`src/rtl/sgpio_frame_slave.sv`:
```
// sgpio_frame_slave: oversampled SGPIO slave, deserialises BMC frames to data_out and serialises data_in back on sdout.
module sgpio_frame_slave #(
  parameter int NUM_BITS = 64,
  parameter int SYNC_STAGES = 2,
  parameter int TIMEOUT_CYC = 250000,
  parameter logic [NUM_BITS-1:0] OUT_RST_VAL = '0
) (
  input  logic                clk,
  input  logic                srst,
  input  logic                sclk,
  input  logic                sload_n,
  input  logic                sdin,
  output logic                sdout,
  input  logic [NUM_BITS-1:0] data_in,
  output logic [NUM_BITS-1:0] data_out,
  output logic                frame_valid,
  output logic                frame_err,
  output logic                link_up
);
  localparam int CW = $clog2(NUM_BITS + 2);
  localparam int TW = $clog2(TIMEOUT_CYC + 1);
  logic [SYNC_STAGES-1:0] sclk_q, sload_q, sdin_q;
  logic sclk_dly_q, rise_data_q, sdout_q, fv_q, fe_q, link_q;
  logic [NUM_BITS-1:0] shift_in_q, shift_out_q, data_out_q;
  logic [CW-1:0] bit_cnt_q;
  logic [TW-1:0] to_q;
  logic rise, fall, to_hit, sload_s, sdin_s;
  assign sload_s = sload_q[SYNC_STAGES-1];
  assign sdin_s = sdin_q[SYNC_STAGES-1];
  assign rise = sclk_q[SYNC_STAGES-1] & ~sclk_dly_q;
  assign fall = ~sclk_q[SYNC_STAGES-1] & sclk_dly_q;
  // a rise in the same clk always clears the counter, so a marker beats a timeout
  assign to_hit = !rise && to_q == TW'(TIMEOUT_CYC - 1);
  assign sdout = sdout_q;
  assign data_out = data_out_q;
  assign frame_valid = fv_q;
  assign frame_err = fe_q;
  assign link_up = link_q;
  always_ff @(posedge clk) begin
    if (srst) begin
      sclk_q <= '0;
      sload_q <= '1;
      sdin_q <= '0;
      sclk_dly_q <= 1'b0;
    end else begin
      sclk_q <= {sclk_q[SYNC_STAGES-2:0], sclk};
      sload_q <= {sload_q[SYNC_STAGES-2:0], sload_n};
      sdin_q <= {sdin_q[SYNC_STAGES-2:0], sdin};
      sclk_dly_q <= sclk_q[SYNC_STAGES-1];
    end
  end
  always_ff @(posedge clk) begin
    if (srst) begin
      shift_in_q <= '0;
      shift_out_q <= '0;
      data_out_q <= OUT_RST_VAL;
      bit_cnt_q <= '0;
      to_q <= '0;
      rise_data_q <= 1'b0;
      sdout_q <= 1'b0;
      fv_q <= 1'b0;
      fe_q <= 1'b0;
      link_q <= 1'b0;
    end else begin
      fv_q <= 1'b0;
      fe_q <= 1'b0;
      if (rise) to_q <= '0;
      else if (to_q != TW'(TIMEOUT_CYC)) to_q <= to_q + TW'(1);
      if (rise && sload_s) begin
        shift_in_q <= {sdin_s, shift_in_q[NUM_BITS-1:1]};
        if (bit_cnt_q != CW'(NUM_BITS + 1)) bit_cnt_q <= bit_cnt_q + CW'(1);
        rise_data_q <= 1'b1;
      end else if (rise) begin
        if (bit_cnt_q == CW'(NUM_BITS)) begin
          data_out_q <= shift_in_q;
          fv_q <= 1'b1;
          link_q <= 1'b1;
        end else fe_q <= 1'b1;
        bit_cnt_q <= '0;
        shift_out_q <= data_in;
        sdout_q <= data_in[0];
        rise_data_q <= 1'b0;
      end else if (fall && rise_data_q) begin
        shift_out_q <= {1'b0, shift_out_q[NUM_BITS-1:1]};
        sdout_q <= shift_out_q[1];
        rise_data_q <= 1'b0;
      end
      if (to_hit) begin
        data_out_q <= OUT_RST_VAL;
        link_q <= 1'b0;
        bit_cnt_q <= '0;
        fe_q <= 1'b1;
      end
    end
  end
endmodule
```
`config.mk`:
```
export PLATFORM = sky130hd
export DESIGN_NAME = sgpio_frame_slave
export DESIGN_NICKNAME = d
export VERILOG_FILES = /design/src/rtl/sgpio_frame_slave.sv
export SDC_FILE = /design/constraint.sdc
export NUM_CORES = 1
export LEC_CHECK = 0
export ABC_AREA = 1
export CAP_MARGIN = 20
export CORE_MARGIN = 2
export CORE_UTILIZATION = 37
export DETAILED_ROUTE_END_ITERATION = 16
export GPL_TIMING_DRIVEN = 0
export PLACE_DENSITY = 0.59
export SYNTH_ARGS = -nofsm -noshare
export SYNTH_HDL_FRONTEND = slang
export SYNTH_SLANG_ARGS = --single-unit
```
`constraint.sdc`:
```
create_clock -name clk -period 1.4 [get_ports clk]
set_clock_uncertainty 0.05 [all_clocks]
set_input_delay 0.35 -clock clk [delete_from_list [all_inputs] [get_ports clk]]
set_output_delay 0.35 -clock clk [all_outputs]
set_load 0.005 [all_outputs]
```
Run 1, signal wires on met1:
The bar under the picture is 50 um long. Supply wires on this layer in grey.
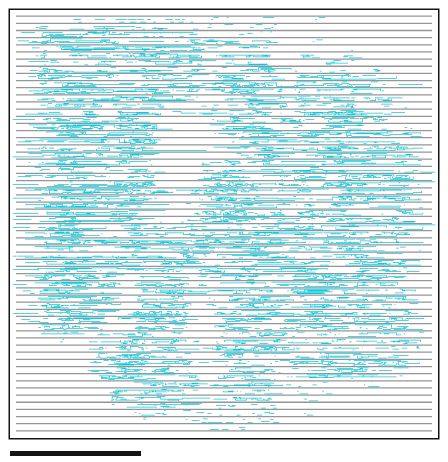
main direction: horizontal
longest straight run: 32.2 um

Run 1, metal 2:
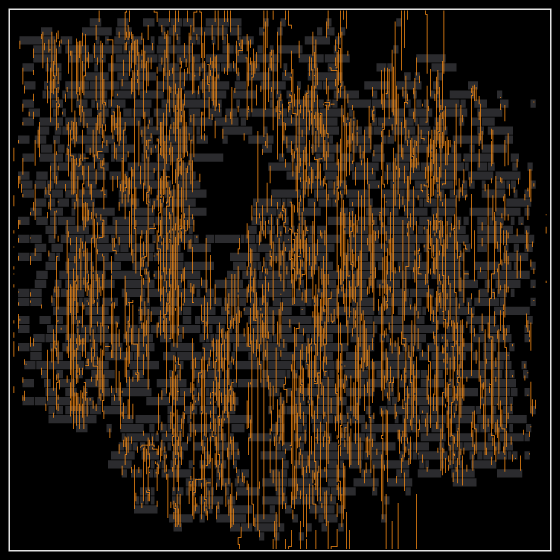
share of all routed wire: 48%
main direction: vertical
wire length on this layer: 12800 um
longest straight run: 59.2 um
nets with wire on the layer: 1243

==> GITHUB_STEP_SUMMARY, run 1 <==
## Synthesis and layout report

| Metric | Value |
|---|---|
| Max clock buf depth | 3 |
| Hold Vio Cnt, Final | 0 |
| Global-route wire length before repair | 40100 um |
| Setup violations, final | 175 |
| Synth Warn # | 0 |
| Commonest flop | dfxtp_1 |
| Crit path kind | reg -> reg |
| Worst setup EP type | register |
| R2R setup slack | -0.18 ns |
| Clock insertion delay at the later pin of the skew report | a little over 0.5 ns |
| Post-Syn Area per Cell | around 7.9 um^2 |
| Synth cell count leaders | 249 x nand2_1, 228 x dfxtp_1, 163 x nor2_1, 153 x nand3_1, 74 x a21oi_1 |
| LEAKAGE | just under 6 nW |
| RePlAce Congestion | approximately 0.80 |
| Maximum level of the CTS H-tree | 1 |
| Drt pass-1 iters | 7 |
| Die height | 163 um |
| Crit-path max FO | 6 |
| Antenna diodes | 0 |
| Mapped Nets | 1260 |
| Clock slew at reported path FFs | 0.06 ns |
| DRC Markers | 0 |
| Antenna violations before repair | 0 |
| Post-synth EDFFs | 0 |
| OpenROAD warnings | 32 |
| Max-Cap Viols | 0 |
| Routed WL per cell | 15.2 um |
| Mapped cell area | slightly above 0.009 mm^2 |
| Vias in the first global route | 8178 |
| Die footprint | 0.0265 mm^2 |
| Fin util | between 50% and 60% |
| Outcome | finished with violations |
| Yosys Chip Area | slightly above 0.009 mm^2 |
| Congestion Overflow GR | 0 |
| Placed Instance Area | about 0.011 mm^2 |
| GRT Total Usage | between 10% and 20% |
| WP data arrival | just under 2 ns |
| CP cell instances | ha_4 > nand2_4 > nor2_4 > inv_2 > nor2_4 > nand3_4 > buf_12 > nand2_8 > clkbuf_16 > a21oi_2 |
| Final wirelength | approximately 27000 um |
| Synth flops | about 230 |
| Crit-path slowest cell | dfxtp_4 |
| Cycle use final | 113% |
| Setup ws final | -0.184 ns |
| Syn Inst Count | around 1200 |
| Fraction of layout cells with a size suffix above 1 | between 40% and 50% |
| Synthesis-to-finish area growth | 56.4% |
| # rows | approximately 58 |
| Count of distinct cell types in the synthesized netlist | 29 |
| Failing checks | negative setup slack |
| CTS tree | built |
| CP Launch Type | register |
| Yosys stat cell total | 1186 |
| Ys async rst share | 0% |
| Chip Width | 163 um |
| Clock Tree Root | clkbuf_16 |
| Initial DRC count | about 620 |
| Clock sinks | 228 |
| Filler instances | around 2200 |
| Worst Hold Margin | 0.353 ns |
| Routed vias | 8899 |
| Post-synth top area share | approximately 50% |
| Cell repeated most along the worst path | nor2_4 |
| Finished Cell Area | 0.0146 mm^2 |
| CP top delay family | simple AND/OR/NAND/NOR gates |
| Clock buffer count from CTS | 25 |
| Nets | approximately 1500 |
| MI comb area | ~0.0054 mm^2 |
| RSZ-0062 raised after global routing | true |
| Tightest Hold Check Type | reg -> reg |
| Area of the core | 0.0250 mm^2 |
| Initial core utilization | a little under two fifths |
| CP required | 1.75 ns |
| Slew Viols, Final | 0 |
| Max Clk Rate | 631 MHz |
| Slew HR | ~63% |
| Crit-path max cell delay | approximately 0.37 ns |
| Post-synth seq share | between 40% and 50% |
| Antenna-violating nets left | 0 |
| Yosys top cell by instances | nand2_1 |
| Power Dens Cells | about 990 mW/mm^2 |
| Worst VDD drop | 0.579 mV |
| Slew @ Worst Pin | 0.559 ns |
Run 1, metal 3:
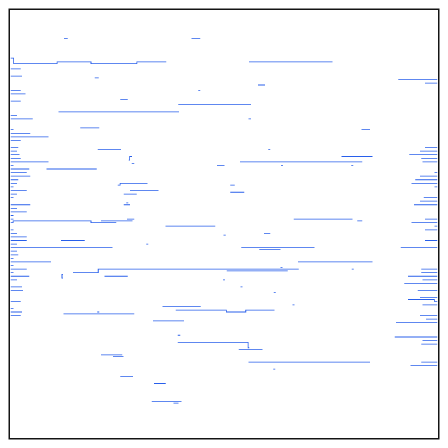
wire length on this layer: 1330 um
longest straight run: 76.1 um
nets with wire on the layer: 127
share of all routed wire: 4.9%
main direction: horizontal

==> run 1: layout make-up <==
class / count / area share [%]
inverters: 42 / 1.17
well taps: 330 / 2.83
flip-flops and latches: 228 / 31.9
repair buffers: 214 / 15.1
clock buffers: 33 / 4.76
clock inverters: 9 / 0.703
plain buffers: 83 / 6.84
multi-input cells: 831 / 36.7
==> run 1: timing repair <==
item                       4_1_cts  5_1_grt
pin swaps                        8       33
gates cloned                     6       30
setup buffers                   26       18
hold buffers                     0        0
gates resized                  439      418
setup endpoints to repair      280      223
==> run 1: registers in the layout, summed over array words and instances, names as in the netlist <==
signal,count
shift_out_q,64
to_q,18
data_out,64
frame_valid,1
link_up,1
sload_q,2
sclk_dly_q,1
sdin_q,2
rise_data_q,1
frame_err,1
bit_cnt_q,7
shift_in_q,64
sclk_q,2
==> run 1: cells in the final DEF (no fill, tap or decap), types with 4 or more instances in the layout <==
master,n
nand2_1,192
dfxtp_1,159
nor2_1,106
nand3_1,94
clkdlybuf4s50_1,68
dfxtp_2,65
o211a_1,63
buf_2,60
a21oi_2,59
nand3_2,58
clkbuf_16,51
nor2_4,49
o21ai_0,45
nand2_2,44
buf_4,42
a21oi_1,34
inv_1,31
buf_8,29
buf_6,28
clkbuf_2,24
nand2_4,15
buf_12,15
nor2_2,12
o21ai_2,12
o21ai_1,12
inv_2,7
nand4_1,7
clkbuf_1,5
nand2_8,4
or2_2,4
dfxtp_4,4
clkinv_2,4
clkbuf_8,4
==> run 1: per-layer routing <==
metal / up-vias / wire length, um / GRT usage, %
met1: 4203 / 12200 / 24.4
met2: 200 / 12800 / 30.4
met5: - / 0 / 0
met4: 0 / 616 / 3.90
met3: 46 / 1330 / 2.95
li1: 4450 / - / -
==> run 1: power by group <==
| part | switching [mW] | internal (mW) |
|---|---|---|
| logic | 0.565 | 0.610 |
| registers | 0.138 | 6.63 |
| clock network | 2.63 | 3.84 |
| total | 3.33 | 11.1 |
==> run 1: per-stage QoR <==
step	setup TNS, ns	std cells	setup WS [ns]	power, mW
final	-12.29	1770	-0.184	14.4
after global routing	-25.67	1770	-0.246	14.9
after floorplan	-1.37	1186	-0.0239	7.27
after CTS	-8.93	1725	-0.150	14.2
after detailed placement	-106.57	1652	-0.663	7.62
after global placement	-98.20	1652	-0.609	7.62
==> run 1: worst reg2reg max path: cells and delay by family (launching register included) <==
kind                     cells  cell delay, ns
AND/OR/NAND/NOR              5            0.49
buffers and inverters        3            0.39
flip-flops                   1            0.37
adder cells (fa/ha/maj)      1            0.15
AND-OR/OR-AND                1            0.03
==> run 1: worst paths after layout <==
check,from,to,cells past startpoint
hold / removal,sclk_q[0],sclk_q[1],2
setup reg to reg,to_q[0],data_out[37],10
setup / recovery,to_q[0],data_out[37],10
hold reg to reg,sclk_q[0],sclk_q[1],2
==> run 1: kinds of logic after synthesis <==
family | Yosys count | share of synthesized area [%]
adder cells (fa/ha/maj) | 5 | 0.670
AND-OR/OR-AND | 229 | 16.5
flip-flops | 228 | 48.9
buffers and inverters | 128 | 6.78
AND/OR/NAND/NOR | 596 | 27.2
==> inputs of run 2 (changes only) <==
--- a/config.mk
+++ b/config.mk
@@ -7,7 +7,7 @@
 export LEC_CHECK = 0
 export ABC_AREA = 1
 export CAP_MARGIN = 20
-export CORE_MARGIN = 2
+export CORE_MARGIN = 4
 export CORE_UTILIZATION = 37
 export DETAILED_ROUTE_END_ITERATION = 16
 export GPL_TIMING_DRIVEN = 0
Run 2, routing congestion map:
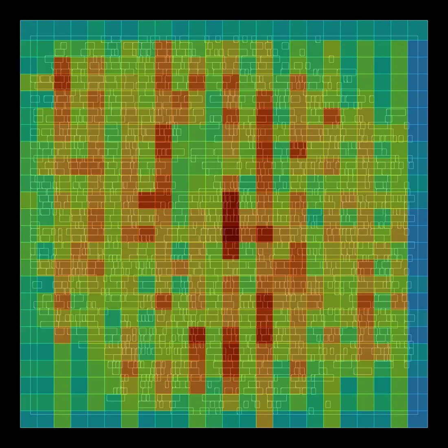
met3 GRT Util: 3.37%
Routed WL per cell: 15.1 um
GRT Total Usage: 16.7%
most used routing layer: met2
met1 usage: 22.8%

Run 2, the metal 4 layer:
Supply wires on this layer in grey.
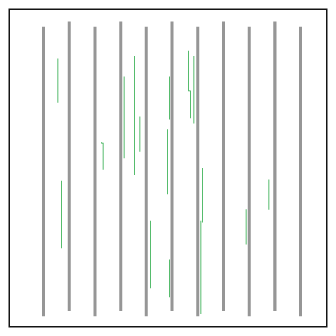
main direction: vertical
longest straight run: 62.6 um

==> run 2 against run 1 <==
Effect of this change: the run still ends with negative setup slack left; total power is 1.2% higher; synthesized cell count stayed put; die size is 5.0% higher; routed wire length is 0.85% lower.
==> GITHUB_STEP_SUMMARY, run 2 <==
## Synthesis and layout report

| Metric | Value |
|---|---|
| CP required | 1.79 ns (was 1.75 ns) |
| Mapped Nets | 1260 (unchanged) |
| Commonest flop | dfxtp_1 (unchanged) |
| Worst setup EP type | register (unchanged) |
| Slew @ Worst Pin | 0.589 ns (was 0.559 ns) |
| Yosys simple share | 27.2% (unchanged) |
| Die height | 167 um (was 163 um) |
| Ys async rst share | 0% (unchanged) |
| Crit-path slowest cell | dfxtp_4 (unchanged) |
| CP top delay family | buffers and inverters (was simple AND/OR/NAND/NOR gates) |
| Commonest Layout Cell | nand2_1 (unchanged) |
| Initial DRC count | 439 (was 616) |
| Power Dens Cells | 1010 mW/mm^2 (was 986 mW/mm^2) |
| WP data arrival | 1.99 ns (was 1.93 ns) |
| Slew Viols, Final | 0 (unchanged) |
| Synth cell count leaders | 249 x nand2_1, 228 x dfxtp_1, 163 x nor2_1, 153 x nand3_1, 74 x a21oi_1 (unchanged) |
| Failing checks | negative setup slack (unchanged) |
| Tightest Hold Check Type | reg -> reg (unchanged) |
| Setup violations, final | 169 (was 175) |
| CTS tree | built (unchanged) |
| Area of the core | 0.0246 mm^2 (was 0.0250 mm^2) |
| CP cell instances | inv_4 > ha_4 > nand3_4 > nor3_4 > buf_6 > buf_12 > buf_12 > buf_8 > nand3_1 > a21oi_1 (was ha_4 > nand2_4 > nor2_4 > inv_2 > nor2_4 > nand3_4 > buf_12 > nand2_8 > clkbuf_16 > a21oi_2) |
| Count of distinct cell types in the synthesized netlist | 29 (unchanged) |
| Hold Vio Cnt, Final | 0 (unchanged) |
| Yosys stat cell total | 1186 (unchanged) |
| Maximum level of the CTS H-tree | 1 (unchanged) |
| Synth Warn # | 0 (unchanged) |
| Initial core utilization | 37.9% (was 37.4%) |
| Synthesis-to-finish area growth | 55.0% (was 56.4%) |
| RePlAce Congestion | 0.780 (was 0.799) |
| Crit-path max cell delay | 0.35 ns (was 0.37 ns) |
| Antenna violations before repair | 0 (unchanged) |
| Filler instances | 2163 (was 2204) |
| Post-synth top area share | 48.9% (unchanged) |
| Clock sinks | 228 (unchanged) |
| Cycle use final | 114% (was 113%) |
| Congestion Overflow GR | 0 (unchanged) |
| Routing usage on met2 | 27.9% (was 30.4%) |
| Mapped cell area | 0.00934 mm^2 (unchanged) |
| Vias in the first global route | 8239 (was 8178) |
| Clock insertion delay at the later pin of the skew report | 0.52 ns (was 0.51 ns) |
| DRC Markers | 0 (unchanged) |
| Slew HR | 60.7% (was 62.7%) |
| Clock Tree Root | clkbuf_16 (unchanged) |
| Chip Width | 167 um (was 163 um) |
| XOR/XNOR share of the synthesized area | 0% (unchanged) |
| Final wirelength | 26700 um (was 26900 um) |
| CP Launch Type | register (unchanged) |
| Fraction of layout cells with a size suffix above 1 | 41.2% (was 42.6%) |
| Max-Cap Viols | 0 (unchanged) |
| Die footprint | 0.0278 mm^2 (was 0.0265 mm^2) |
| Fin util | 58.8% (was 58.5%) |
| LEAKAGE | 5.96 nW (was 5.95 nW) |
| Post-synth EDFFs | 0 (unchanged) |
| Syn Inst Count | 1186 (unchanged) |
| Antenna-violating nets left | 0 (unchanged) |
| Outcome | finished with violations (unchanged) |
| Routed vias | 8883 (was 8899) |
| Clock buffer count from CTS | 26 (was 25) |
| Setup ws final | -0.200 ns (was -0.184 ns) |
| Crit-path max FO | 10 (was 6) |
run 2: repair_timing:
item                                    4_1_cts  5_1_grt
endpoints found under the setup margin      276      224
pin swaps                                    19       41
cloned                                        7       17
resized                                     471      361
setup buffers                                34       19
run 2: kinds of logic after synthesis:
logic type / count (synthesis)
fa+ha+maj: 5
simple gates: 596
compound gates: 229
buf+inv: 128
flops: 228
run 2: routing by layer:
layer | up-vias | share of wire (%) | wire, um
li1 | 4443 | - | -
met1 | 4191 | 45 | 12000
met5 | - | 0 | 0
met2 | 213 | 48 | 12900
met4 | 0 | 1.8 | 492
met3 | 36 | 5.0 | 1320
run 2: worst paths after layout:
path | startpoint | end | slack, ns | depth (start not counted)
worst max-delay path | bit_cnt_q[0] | data_out[17] | -0.20 | 10
worst min-delay path | sclk_q[0] | sclk_q[1] | 0.35 | 2
worst max register to register | bit_cnt_q[0] | data_out[17] | -0.20 | 10
worst min register to register | sclk_q[0] | sclk_q[1] | 0.35 | 2
run 2: worst reg2reg max path, cell delays in order, from the launching register on:
cell and delay (ns):
dfxtp_4 0.35, inv_4 0.06, ha_4 0.14, nand3_4 0.07, nor3_4 0.15, buf_6 0.15, buf_12 0.11, buf_12 0.11
buf_8 0.13, nand3_1 0.07, a21oi_1 0.14
run 2: cell type report:
cell class | count | area share, %
clock inverter | 8 | 0.493
multi-input combinational | 831 | 36.3
buffer | 83 | 6.67
sequential | 228 | 32.3
clock buffer | 40 | 5.28
timing repair buffer | 211 | 14.8
inverter | 42 | 1.31
tap | 324 | 2.80
run 2: stage by stage:
step | TNS, ns | area, um^2 | std cells | worst slack (ns) | hold WS (ns)
final | -15.55 | 14500 | 1767 | -0.200 | 0.349
after global routing | -28.82 | 14500 | 1767 | -0.277 | 0.342
after CTS | -8.97 | 12700 | 1734 | -0.151 | 0.340
after detailed placement | -105.60 | 11200 | 1646 | -0.637 | 0.343
after global placement | -105.78 | 11200 | 1646 | -0.618 | 0.343
after floorplan | -1.37 | 9460 | 1186 | -0.0239 | 0.338
run 2: report_power, final:
| part | switching [mW] | leakage (nW) | internal, mW |
|---|---|---|---|
| registers | 0.136 | 1.89 | 6.63 |
| logic | 0.557 | 3.66 | 0.620 |
| clock network | 2.69 | 0.416 | 3.95 |
Power is estimated from default activity; no workload was simulated.
